## src/rtl/upcounter_seq_ctrl.sv

```systemverilog
// upcounter_seq_ctrl: sequencer that owns the count register of a WIDTH-bit
// up-counter. A start runs one count from 0 to a latched limit, with
// pause/resume, abort and a one-cycle done pulse at the terminal count.
//
// Build option: define AUTO_RELOAD_EN for periodic mode. In that mode the
// done state reloads the count to 0 and keeps running until stop is seen.
// Without it the done state always returns to idle.
//
// Handshake: none. start/stop are levels sampled on every rising clk edge.
// When both are high, stop has priority in every state.
// Outputs: out is registered; busy, paused and done decode state_q only, so
// there is no combinational path from any input to any output.
// The state register state_q is the point to watch when debugging this block.
module upcounter_seq_ctrl #(
    parameter int WIDTH = 4
) (
    input  logic             clk,
    input  logic             rst,
    input  logic             start,
    input  logic             stop,
    input  logic [WIDTH-1:0] limit,
    output logic [WIDTH-1:0] out,
    output logic             busy,
    output logic             paused,
    output logic             done
);

    typedef enum logic [1:0] {
        S_IDLE = 2'd0,
        S_RUN  = 2'd1,
        S_HOLD = 2'd2,
        S_DONE = 2'd3
    } state_t;

    state_t           state_q, state_d;
    logic [WIDTH-1:0] out_q, out_d;
    logic [WIDTH-1:0] lim_q, lim_d;
    logic [WIDTH-1:0] out_inc;

    assign out_inc = out_q + WIDTH'(1);

`ifdef AUTO_RELOAD_EN
    // rld_q marks a count that began from a reload rather than from idle.
    // Such a count dwells one extra cycle at lim_q before entering done.
    // This gives a reload period of limit+2 cycles, and it keeps limit==0
    // periodic instead of letting it run away.
    logic rld_q, rld_d;

    // Reload marker register
    always_ff @(posedge clk) begin
        if (!rst) rld_q <= 1'b0;
        else      rld_q <= rld_d;
    end
`endif

    // State, count and latched-limit registers
    always_ff @(posedge clk) begin
        if (!rst) begin
            state_q <= S_IDLE;
            out_q   <= '0;
            lim_q   <= '0;
        end else begin
            state_q <= state_d;
            out_q   <= out_d;
            lim_q   <= lim_d;
        end
    end

    // Next-state, next-count and limit-capture logic
    always_comb begin
        state_d = state_q;
        out_d   = out_q;
        lim_d   = lim_q;
`ifdef AUTO_RELOAD_EN
        rld_d   = rld_q;
`endif
        case (state_q)
            S_IDLE: begin
                if (start && !stop) begin
                    lim_d   = limit;
                    out_d   = '0;
                    state_d = (limit == '0) ? S_DONE : S_RUN;
`ifdef AUTO_RELOAD_EN
                    rld_d   = 1'b0;
`endif
                end
            end
            S_RUN: begin
                if (stop) begin
                    state_d = S_HOLD;
                end else begin
`ifdef AUTO_RELOAD_EN
                    if (rld_q && (out_q == lim_q)) begin
                        state_d = S_DONE;
                    end else begin
                        out_d = out_inc;
                        if (!rld_q && (out_inc == lim_q)) state_d = S_DONE;
                    end
`else
                    out_d = out_inc;
                    if (out_inc == lim_q) state_d = S_DONE;
`endif
                end
            end
            S_HOLD: begin
                if (stop) begin
                    out_d   = '0;
                    state_d = S_IDLE;
                end else if (start) begin
                    state_d = S_RUN;
                end
            end
            S_DONE: begin
`ifdef AUTO_RELOAD_EN
                if (stop) begin
                    state_d = S_IDLE;
                end else begin
                    out_d   = '0;
                    rld_d   = 1'b1;
                    state_d = S_RUN;
                end
`else
                state_d = S_IDLE;
`endif
            end
            default: begin
                state_d = S_IDLE;
            end
        endcase
    end

    // Status outputs decoded from state only
    always_comb begin
        out    = out_q;
        paused = (state_q == S_HOLD);
        done   = (state_q == S_DONE);
`ifdef AUTO_RELOAD_EN
        busy   = (state_q != S_IDLE);
`else
        busy   = (state_q == S_RUN) || (state_q == S_HOLD);
`endif
    end

endmodule
```

## config.mk

```make
export PLATFORM = sky130hd
export DESIGN_NAME = upcounter_seq_ctrl
export DESIGN_NICKNAME = d
export VERILOG_FILES = /design/src/rtl/upcounter_seq_ctrl.sv
export SDC_FILE = /design/constraint.sdc
export NUM_CORES = 1
export LEC_CHECK = 0
export CAP_MARGIN = 15
export CORE_MARGIN = 10
export CORE_UTILIZATION = 42
export DETAILED_ROUTE_END_ITERATION = 8
export PLACE_DENSITY_LB_ADDON = 0.15
export SLEW_MARGIN = 25
export SYNTH_ARGS = -nofsm -noshare
export SYNTH_HDL_FRONTEND = slang
export SYNTH_SLANG_ARGS = --single-unit
```

## constraint.sdc

```tcl
create_clock -name clk -period 1.9 [get_ports clk]
set_clock_uncertainty 0.1 [all_clocks]
set_input_delay 0.57 -clock clk [delete_from_list [all_inputs] [get_ports clk]]
set_output_delay 0.57 -clock clk [all_outputs]
set_load 0.01 [all_outputs]
```

==> run_1/clocks.png <==
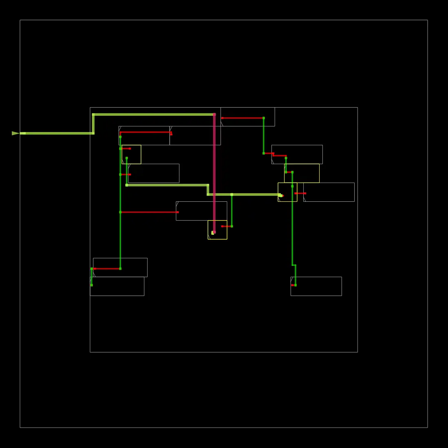
clkbuf count: 4
flip-flops: 10
clock sinks: 10

==> run_1/cell_density.png <==
(4 px per um) The die is cut into 12 by 12 equal tiles; dark purple is low, yellow is high, 0 to 100% covered.
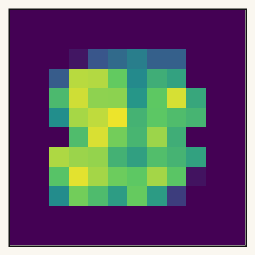
- tiles over 75% full: 15%
- densest ninth of the die: middle
- mean over tiles: 27%
- fullest tile: 98%
- nearly empty tiles: 60%
Final Util: 68.6%
core area: 1370 um2

==> impl_metrics.tcl, run 1 <==
# yosys + openroad results
set metrics [dict create \
    detail-route-antenna-nets 0 \
    diodes 0 \
    hold_violations 0 \
    first_global_vias 546 \
    antenna_found_initial 0 \
    wl_met1_um 680 \
    cts-root-buf "clkbuf_4" \
    top_layer "met4" \
    power_leader "combinational logic" \
    drive_gt1_share_pct 27.7 \
    fmax_mhz 538 \
    buf_share_pct 21.8 \
    hpwlAfterDp_um 1180 \
    pin_count 15 \
    critPathArrivalTime_ns 1.19 \
    remaining_drc_errors 0 \
    cts_tree "yes" \
    final_area_um2 937 \
    post_drt_wl_per_cell_um 14.7 \
    routed-wl-met3_um 98 \
    met2_length_um 794 \
    die_h_um 58.9 \
    logic_area_um2 459 \
    max-cap-violations 0 \
    dieArea_um2 3470 \
    seq-power_uw 282 \
    worstMarginPinSlew_ns 0.369 \
    outcome "finished clean" \
    pwr-share-clk_pct 17.4 \
    ys_cells 68 \
    min_period_ns 1.86 \
    avgSynthCellArea_um2 9.33 \
    grt_overflow 0 \
    taps 15 \
    netlist_instances 68 \
    port-buffer-count 14 \
    fp_util_pct 46.4 \
    grt_busiest_layer "met2" \
    dp_cells 105 \
    min_path_type "reg -> reg" \
]
==> run_1/logic_types.png <==
(8 px per um)
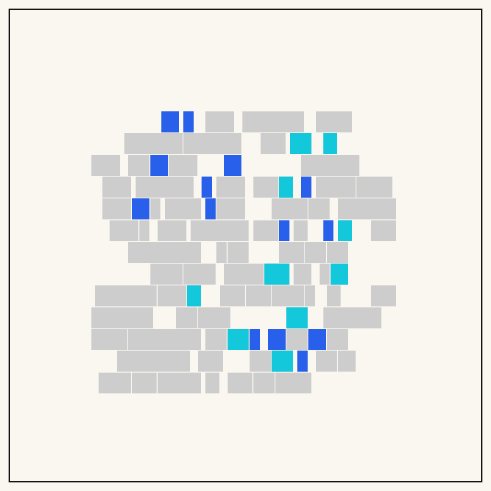
- aoi and oai cells: cyan (cells 10)
- nor cells: blue (cells 14)
dominant logic cell type in the layout: nor2_1
multi-input combinational area share: 49.0%
Non-Filler Instances: 109

==> run 1: worst paths after layout <==
| check | startpoint | to | slack, ns | depth (start not counted) |
|---|---|---|---|---|
| setup / recovery | state_q[0] | done | 0.04 | 3 |
| hold / removal | lim_q[2] | lim_q[2] | 0.43 | 2 |
| setup reg to reg | out[1] | state_q[0] | 0.05 | 6 |
| hold reg to reg | lim_q[2] | lim_q[2] | 0.43 | 2 |
==> run 1: cell families after synthesis <==
| logic type | Yosys count | share of synthesized area (%) |
|---|---|---|
| simple gates | 23 | 21.1 |
| xor+xnor | 6 | 8.28 |
| fa+ha+maj | 7 | 13.8 |
| flops | 10 | 31.6 |
| buf+inv | 4 | 2.37 |
| mux | 5 | 8.09 |
| compound gates | 13 | 14.8 |
==> run 1: critical path, cell delays in order (launching register included) <==
cell	delay [ns]
dfxtp_2	0.33
buf_6	0.13
ha_1	0.18
dlygate4sd2_1	0.28
==> run 1: placed cells by master, fill, tap and decap left out, types with 2 or more instances in the layout <==
cell type | Yosys | routed
inv_1 | 4 | 2
dfxtp_2 | 0 | 3
ha_4 | 0 | 3
xnor2_1 | 4 | 4
inv_2 | 0 | 2
nand3_1 | 2 | 2
dfxtp_1 | 10 | 7
dlymetal6s2s_1 | 0 | 3
mux2i_1 | 4 | 4
clkdlybuf4s50_1 | 0 | 5
nor2_1 | 8 | 8
a21oi_1 | 2 | 2
dlygate4sd2_1 | 0 | 5
ha_1 | 7 | 3
nand3b_1 | 2 | 2
o21bai_1 | 2 | 2
xor2_1 | 2 | 2
buf_4 | 0 | 6
clkbuf_4 | 0 | 3
buf_6 | 0 | 2
nor2b_1 | 5 | 5
==> run 1: sequential cells by signal, indices dropped and copies added, names as in the netlist <==
| name | cells |
|---|---|
| out | 4 |
| lim_q | 4 |
| state_q | 2 |
## Run 2: what changed since run 1
- REMOVE_ABC_BUFFERS: default -> 1
==> run_2/clocks.png <==
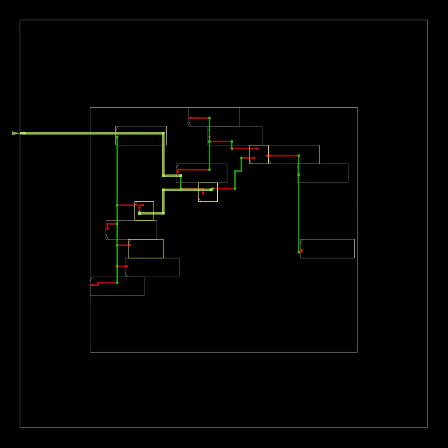
Latency at later pin: 0.26 ns
Clk. pwr: 190 uW
Num CTS Buffers: 3

==> run 2 against run 1 <==
Against the previous run:
- final cell count increased by 1.8%
- cell area decreased by 1.7%
- utilization decreased by 1.2 points
- maximum frequency increased by 0.58%
- area after synthesis unchanged
- synthesized cell count unchanged
- global-route usage about the same
- worst hold slack got worse by 0.012 ns
- die size unchanged
- non-clock buffer count increased by 2
- clock power about the same
- power decreased by 2.6%
- highest routed layer is now met3
==> impl_metrics.tcl, run 2 <==
# yosys + openroad results
set metrics [dict create \
    dieArea_um2 3470 \
    worstPathRequired_ns 1.23 \
    avgSynthCellArea_um2 9.33 \
    critPathArrivalTime_ns 1.18 \
    grt_overflow 0 \
    cp_top_family "buffers and inverters" \
    pin_count 15 \
    lay_top_count "buf_4" \
    outcome "finished clean" \
    drive_gt1_share_pct 28.1 \
    hpwlAfterDp_um 1180 \
    core_um2 1370 \
    cts-root-buf "clkbuf_4" \
    die_width_um 58.9 \
    yosysWarnings 0 \
    crit_chain "clkdlybuf4s50_1" \
    fmax_mhz 542 \
    period_used_pct 97.2 \
    cp-end-kind "primary output" \
    cts_tree "yes" \
    grt_usage_pct 8.72 \
    worstMarginPinSlew_ns 0.306 \
    finalPower_mw 1.08 \
    remaining_drc_errors 0 \
    die_h_um 58.9 \
    min_period_ns 1.85 \
    clock-sinks 10 \
    detail-route-antenna-nets 0 \
    post_drt_wl_per_cell_um 13.5 \
    first_global_vias 600 \
    final_cell_mix "buf_4, nor2_1, clkdlybuf4s50_1, dfxtp_1, nor2b_1" \
    max-cap-violations 0 \
    crit_buf_inv 1 \
    final_area_um2 921 \
    antenna_found_initial 0 \
    diodes 0 \
    slowest_stage "clkdlybuf4s50_1" \
    slowest_delay_ns 0.54 \
    min_path_type "reg -> reg" \
    netlist_instances 68 \
    area_leaders "dfxtp_1, ha_1, mux2i_1, xnor2_1, nor2b_1" \
    hold_violations 0 \
    ys_cells 68 \
]
==> run_2/cell_density.png <==
(4 px per um) The die is cut into 12 by 12 equal tiles; dark purple is low, yellow is high, 0 to 100% covered.
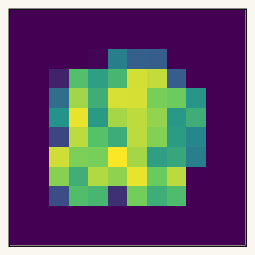
- mean over tiles: 26%
- densest ninth of the die: middle
- nearly empty tiles: 61%
Final Util: 67.4%
floorplan utilization: 46.4%

==> run 2: routing by layer <==
metal / up-vias / track usage, % / share of wire (%)
met1: 274 / 8.94 / 44
met4: 0 / 3.61 / 0
met2: 12 / 14.4 / 48
met3: 0 / 4.72 / 7.3
met5: - / 0 / 0
li1: 296 / - / -
==> run 2: cell families (layout without fill, tap and decap cells) <==
logic type	Yosys count	in the layout	synth area share (%)
DFF	10	10	31.6
adders and majority gates	7	7	13.8
buffers and inverters	4	32	2.37
xor gates and xnor gates	6	6	8.28
and+or+nand+nor	23	23	21.1
muxes	5	5	8.09
AOI/OAI and AO/OA	13	13	14.8
==> run 2: worst paths after layout <==
kind	from	to	slack [ns]	cells after the start
max reg2reg	state_q[0]	out[3]	0.08	5
min reg2reg	out[3]	out[3]	0.41	2
min	out[3]	out[3]	0.41	2
max	out[3]	out[3]	0.05	1
==> run 2: power by group <==
group	total (mW)	internal (mW)	switching [mW]
Clock	0.190	0.116	0.0736
Combinational	0.607	0.325	0.282
Sequential	0.283	0.250	0.0327
==> run 2: what timing repair did <==
action,4_1_cts,5_1_grt
endpoints found under the setup margin,9,9
gates cloned,0,0
resized,10,10
hold buffers,0,0
pin swaps,1,1
==> run 2: area by class of cell <==
cell class | count | area (um2) | area share [%]
Multi-Input combinational cell | 54 | 430 | 46.7
Inverter | 4 | 15.0 | 1.63
Sequential cell | 10 | 205 | 22.3
Timing Repair Buffer | 24 | 215 | 23.4
Clock buffer | 4 | 36.3 | 3.94
Tap cell | 15 | 18.8 | 2.04
==> run 2: metrics by stage <==
stage	cells	setup TNS, ns
after CTS	111	0
after floorplan	68	-0.0133
after global routing	111	-0.0310
final	111	0
after global placement	107	-1.53
after detailed placement	107	-1.67
## Run 3: what changed since run 2
- ABC_CLOCK_PERIOD_IN_PS: default -> 1900
- CORE_MARGIN: 10 -> 4
==> run_3/io_fan.png <==
(8 px per um)
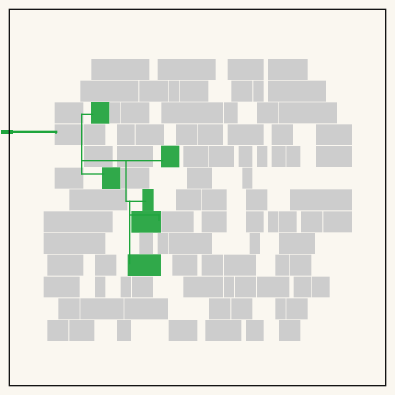
- rst: green (bits 1; direction input; end cells 6; buffers 1; wire 47.0 um)
num ports: 15
I/O Buffers: 14

==> run 3 against run 2 <==
Against the previous run:
- sequential power barely moved
- register-to-register slack barely moved
- first-iteration DRC count rose by 130%
- non-clock buffer count did not move
==> impl_metrics.tcl, run 3 <==
# yosys + openroad results
set metrics [dict create \
    tns_ns 0 \
    die_width_um 46.9 \
    slowest_stage "dfxtp_4" \
    fmax_mhz 541 \
    min_to "out[3]" \
    cp-end-kind "primary output" \
    outcome "finished clean" \
    lay_top_count "buf_4" \
    final_cell_mix "buf_4, nor2_1, clkdlybuf4s50_1, dfxtp_1, nor2b_1" \
    post_drt_wl_per_cell_um 12.5 \
    met2_usage_pct 23.3 \
    ff2ff_path_depth 6 \
    timing.rr.start "state_q[1]" \
    period_used_pct 97.3 \
    r2r_end "out[3]" \
    critPathArrivalTime_ns 1.18 \
    fp_util_pct 46.4 \
    r2r_slack_ns 0.08 \
    hpwlAfterDp_um 1140 \
    finalPower_mw 1.08 \
    ys_cells 68 \
    die_h_um 46.9 \
]
==> run_3/flops_by_reg.png <==
(8 px per um) Other sequential cells in the stronger gray, the rest of the logic in the fainter gray.
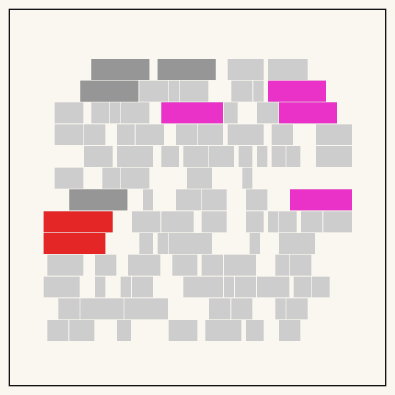
- state_q: red (flops 2)
- out: magenta (flops 4; where top right)
- not colored: 4
total area of sequential cells: 208 um2
Final Util: 68.1%
Seq area share: 22.3%
sequential power: 286 uW

run 3: cell counts after synthesis:
No cell type changed its count.
run 3: how the worst max path moves through the flow:
stage,startpoint,end,cells after the start
2_1_floorplan,state_q[0],out[3],5
3_3_place_gp,stop,out[3],5
3_5_place_dp,stop,out[3],5
4_1_cts,out[2],out[2],1
5_1_grt,state_q[1],out[3],6
6_report,state_q[1],done,3
run 3: power by group:
part / total, mW / switching, mW / internal, mW / leakage, nW
clock: 0.187 / 0.0704 / 0.116 / 0.0210
combinational: 0.605 / 0.278 / 0.327 / 0.384
sequential: 0.286 / 0.0321 / 0.254 / 0.0833
total: 1.08 / 0.380 / 0.697 / 0.489
run 3: metal layers:
| layer | up-vias | share of wire, % |
|---|---|---|
| li1 | 298 | - |
| met1 | 261 | 47 |
| met2 | 15 | 46 |
| met3 | 0 | 7.0 |
| met4 | 0 | 0 |
| met5 | - | 0 |
run 3: cell families (layout without fill, tap and decap cells):
kind of cell / Yosys count / count (layout) / share of synthesized area (%)
flops: 10 / 10 / 31.6
simple gates: 23 / 23 / 21.1
buf+inv: 4 / 32 / 2.37
fa+ha+maj: 7 / 7 / 13.8
mux: 5 / 5 / 8.09
xor+xnor: 6 / 6 / 8.28
compound gates: 13 / 13 / 14.8
run 3: final cells by class:
class	instances	area [um2]
fillers	125	435
repair buffers	24	218
multi-input cells	54	435
flip-flops and latches	10	208
well taps	15	18.8
inverters	4	15.0
clock buffers	4	36.3
run 3: through the flow:
step | util [%] | cells
final | 68.1 | 111
after global routing | 68.1 | 111
after CTS | 66.5 | 111
after detailed placement | 63.6 | 107
after global placement | 63.6 | 107
after floorplan | - | 68
run 3: timing repair:
action | 4_1_cts | 5_1_grt
pin swaps | 2 | 2
gates resized | 10 | 12
endpoints found under the setup margin | 8 | 8
endpoints found under the hold margin | 0 | 0
Power is estimated from default activity; no workload was simulated.
